===== src/rtl/wb_port_arbiter.sv =====
// Shares the regfile write port between the writeback pipe and the MDU, and forwards
// pipe CSR writes. Pipe has fixed priority unless the MDU has been refused too long.
//
// state    | meaning
// PIPE_PRI | pipe wins when both are valid; MDU refusals are counted
// MDU_PRI  | MDU waited STARVE_MAX refusals and wins this cycle
module wb_port_arbiter #(
    parameter int STARVE_MAX = 4
) (
    input  logic        clk,
    input  logic        reset,
    input  logic        pipe_valid,
    output logic        pipe_ready,
    input  logic [4:0]  pipe_wa,
    input  logic [63:0] pipe_wd,
    input  logic        pipe_csr_wen,
    input  logic [11:0] pipe_csr_wa,
    input  logic [63:0] pipe_csr_wd,
    input  logic        mdu_valid,
    output logic        mdu_ready,
    input  logic [4:0]  mdu_wa,
    input  logic [63:0] mdu_wd,
    output logic        wen,
    output logic [4:0]  wa,
    output logic [63:0] wd,
    output logic        csr_wen,
    output logic [11:0] csr_wa,
    output logic [63:0] csr_wd
);

    localparam int CW = $clog2(STARVE_MAX + 1);

    typedef enum logic {PIPE_PRI, MDU_PRI} state_t;

    state_t        state;
    logic [CW-1:0] starve_cnt;
    logic          grant_pipe;
    logic          grant_mdu;

    // Readies are held low while reset is asserted so nothing is consumed then.
    always_comb begin
        pipe_ready = 1'b0;
        mdu_ready  = 1'b0;
        if (reset) begin
            if (state == MDU_PRI) begin
                mdu_ready  = mdu_valid;
                pipe_ready = pipe_valid && !mdu_valid;
            end else begin
                pipe_ready = pipe_valid;
                mdu_ready  = mdu_valid && !pipe_valid;
            end
        end
    end

    assign grant_pipe = pipe_valid && pipe_ready;
    assign grant_mdu  = mdu_valid && mdu_ready;

    always_ff @(posedge clk or negedge reset) begin
        if (!reset) begin
            state      <= PIPE_PRI;
            starve_cnt <= '0;
            wen        <= 1'b0;
            wa         <= '0;
            wd         <= '0;
            csr_wen    <= 1'b0;
            csr_wa     <= '0;
            csr_wd     <= '0;
        end else begin
            // x0 is never written, but the beat is still consumed.
            wen     <= (grant_pipe && (pipe_wa != 5'd0)) || (grant_mdu && (mdu_wa != 5'd0));
            csr_wen <= grant_pipe && pipe_csr_wen;
            if (grant_pipe) begin
                wa <= pipe_wa;
                wd <= pipe_wd;
                if (pipe_csr_wen) begin
                    csr_wa <= pipe_csr_wa;
                    csr_wd <= pipe_csr_wd;
                end
            end else if (grant_mdu) begin
                wa <= mdu_wa;
                wd <= mdu_wd;
            end

            unique case (state)
                PIPE_PRI: begin
                    if (mdu_valid && !mdu_ready) begin
                        if (starve_cnt == CW'(STARVE_MAX - 1)) begin
                            state      <= MDU_PRI;
                            starve_cnt <= '0;
                        end else begin
                            starve_cnt <= starve_cnt + CW'(1);
                        end
                    end else begin
                        starve_cnt <= '0;
                    end
                end
                MDU_PRI: begin
                    state      <= PIPE_PRI;
                    starve_cnt <= '0;
                end
                default: begin
                    state      <= PIPE_PRI;
                    starve_cnt <= '0;
                end
            endcase
        end
    end

endmodule


===== config.mk =====
export PLATFORM = sky130hd
export DESIGN_NAME = wb_port_arbiter
export DESIGN_NICKNAME = d
export VERILOG_FILES = /design/src/rtl/wb_port_arbiter.sv
export SDC_FILE = /design/constraint.sdc
export NUM_CORES = 1
export LEC_CHECK = 0
export CAP_MARGIN = 10
export CORE_MARGIN = 10
export CORE_UTILIZATION = 36
export DETAILED_ROUTE_END_ITERATION = 7
export PLACE_DENSITY = 0.78
export SYNTH_ARGS = -nofsm -noshare
export SYNTH_HDL_FRONTEND = slang
export SYNTH_SLANG_ARGS = --single-unit

===== constraint.sdc =====
create_clock -name clk -period 1.55 [get_ports clk]
set_input_delay 0.465 -clock clk [delete_from_list [all_inputs] [get_ports clk]]
set_output_delay 0.465 -clock clk [all_outputs]
set_load 0.02 [all_outputs]

==> README.md <==
| Stage | Metric | This run |
|:---|:---|:---|
| yosys | Total cell area reported by yosys after synthesis | 0.00685 mm2 |
| yosys | Proportion of synthesized chip area in sequential cells | 55.2% |
| setup path | CP Class | flop to output pin |
| setup path | CP Launch Type | flop |
| floorplanning | Die Footprint | 0.0249 mm2 |
| yosys | And-or/or-and share of the synthesized area | 20.9% |
| power and ir drop | Part of the power in combinational logic | 29.2% |
| placed design | Setup slack at placement | -0.848 ns |
| final timing | Max Fclk | 578 MHz |
| placed design | Input/output buffers | 367 |
| setup path | Crit path largest cell delay | 0.37 ns |
| clock network | Sinks on the clock net | 151 |
| drt | WL met1 | 10.3 mm |
| yosys | Area fraction in full adders, half adders and majority gates | 0.183% |
| final timing | Max-slew violations | 0 |
| drt | DR pass1 iterations | 5 |
| clock network | Root buffer cell | sky130_fd_sc_hd__clkbuf_16 |
| setup path | Cell Chain, Critical Path | inv_2 > a211oi_4 > buf_6 |
| drt | Met3 layer wire length in the routed design | 3.32 mm |
| final timing | Worst relative slew slack | 63.9% |
| power and ir drop | P per Cell Area | 1120 mW/mm2 |
| yosys | Net count of the mapped netlist | 815 |
| power and ir drop | Switching power summed over all nets | 4.14 mW |
| final layout | Number of fill cells | 1570 |
| clock network | Clock-pin slew on the worst setup and hold paths | 0.07 ns |
| grt | Pin count of the biggest net entering global routing | 109 |
| final timing | Post-route clock skew | 0.00854 ns |
| clock network | Number of buffers created by CTS | 17 |
| final timing | Least-Margin Pin Slew | 0.541 ns |
| yosys | Post-synthesis area per instance | 11.5 um2 |
| floorplanning | Die Y-Extent | 158 um |
| flow run | Max-cap viol count | 0 |
| final timing | Worst hold slack across all endpoints | 0.153 ns |
| status | Violations in the final reports | setup timing |
| final layout | Share of cells above drive strength 1 | 31.9% |
| floorplanning | Number of core rows | 50 |
| yosys | Number of cells in the yosys synthesis report | 595 |
| power and ir drop | Cell internal pwr | 8.43 mW |
| setup path | CP max stage cell | sky130_fd_sc_hd__dfrtp_1 |
| setup path | Worst setup startpoint | state$_DFF_PN0_ |
| setup path | CP max FO | 2 |
| floorplanning | Die Span X | 158 um |
| final timing | Setup repair after global routing missed its margin | true |
| yosys | Most frequent cells after synthesis | sky130_fd_sc_hd__dfrtp_1 (151), sky130_fd_sc_hd__nor2_1 (72), sky130_fd_sc_hd__a31oi_1 (69), sky130_fd_sc_hd__o2111ai_1 (69), sky130_fd_sc_hd__o21ai_0 (69) |
| power and ir drop | Register share of total power | 39.1% |
| final layout | Post-route cell area | 0.0112 mm2 |
| final timing | Shortest clock period the worst path allows after layout | 1.73 ns |
| floorplanning | Well Taps | 234 |
| setup path | Worst R2R Path Depth | 6 |
| final layout | Biggest area consumer among cell classes | registers |
| final timing | Final setup slack of the worst path | -0.180 ns |
| grt | Number of antenna violations at the first check in global routing | 3 |
| setup path | Number of cells on the critical path | 3 |
| final timing | Tcrit/Tclk final | 112% |
| setup path | Data required, critical path | 1.08 ns |
| final timing | Final setup violating endpoints | 78 |
| final timing | Summed negative setup slack over all endpoints | -8.43 ns |
| final layout | Most instantiated logic cells after routing | sky130_fd_sc_hd__clkdlybuf4s50_1 (215), sky130_fd_sc_hd__dfrtp_1 (151), sky130_fd_sc_hd__buf_2 (134), sky130_fd_sc_hd__nor2_1 (71) |
| setup path | CP Capture Point | mdu_ready |
| status | Outcome | finished, violations left |
| clock network | Clock tree from TritonCTS | yes |
## power by group through the flow
stage          clock network, mW  logic, mW  registers, mW
3_3_place_gp                   0       4.09           4.96
6_report                    3.99       3.67           4.91
3_5_place_dp                   0       4.12           4.99
2_1_floorplan                  0      0.968           5.76
5_1_grt                     4.27       3.91           4.99
4_1_cts                     4.09       3.88           4.92
## repair_timing
item,4_1_cts,5_1_grt
hold buffers,0,0
setup endpoints to repair,292,223
cloned,1,8
hold endpoints to repair,0,0
gates resized,497,122
buffers inserted,1,1
pin swaps,1,1
## per-layer routing
metal	track usage [%]	up-vias
met2	34.7	357
met5	0	-
met1	21.8	3198
met4	7.66	2
met3	9.39	50
li1	-	2994
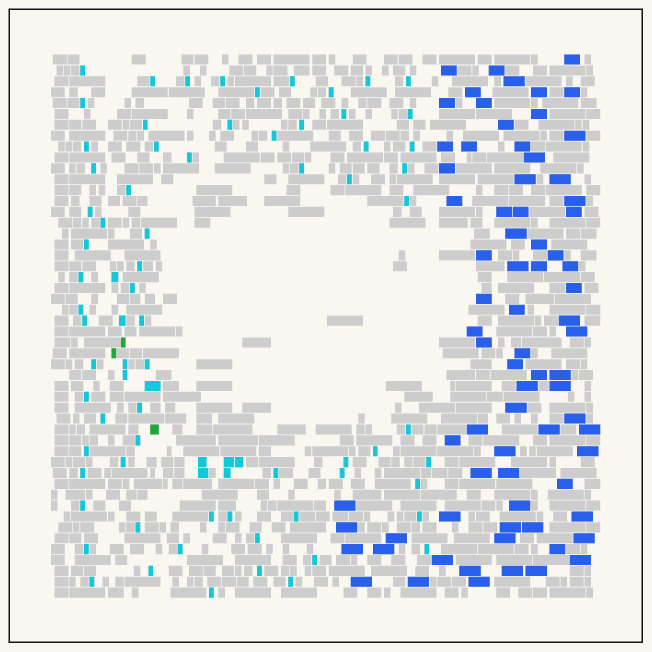
(gate-type map)
Drawn at 4 px/um.
| family | colour | cells |
|---|---|---|
| NOR gates | cyan | 79 |
| multiplexers | blue | 76 |
| NAND gates | green | 3 |
Commonest Layout Cell: sky130_fd_sc_hd__clkdlybuf4s50_1
non-filler instance count after layout: 1203
combinational share of cell area: 25.2%

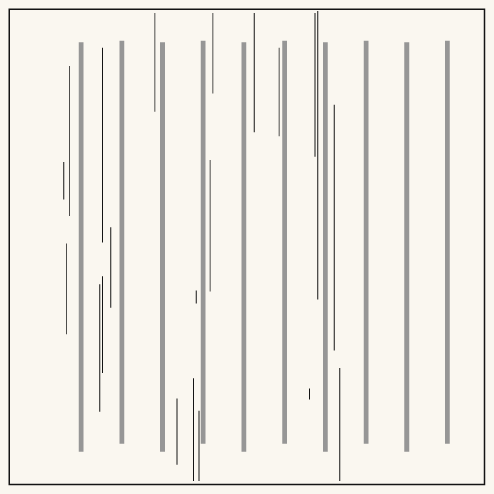
(met4 routing)
Drawn at 3 px/um. Supply wires on this layer in grey.
share of all routed wire: 2.8%
nets with wire on the layer: 19
longest straight run: 95.9 um
main direction: vertical
Via Count: 6601
final routed wirelength across all metal layers: 27.9 mm

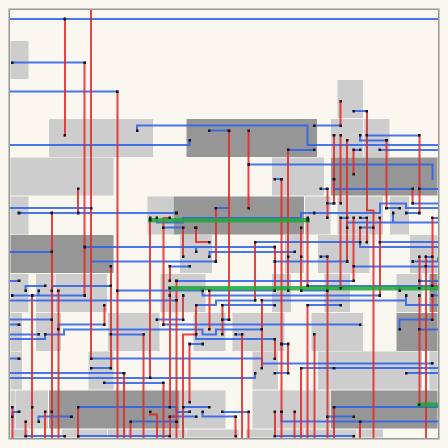
(zoomed window)
Region (64, 32) to (94, 62) um. Cells in grey, sequential cells in the stronger grey; small squares are vias.
| layer | colour |
|---|---|
| met1 | blue |
| met2 | red |
| met3 | green |
most frequent: dfrtp_1 (6), clkdlybuf4s50_1 (6)
cells with their middle in the window: 38
netlist names of flops here include: wd (5), csr_wd (1)
sequential cells in the window: 6

No activity file was given, so power comes from the tool's default toggle rates.
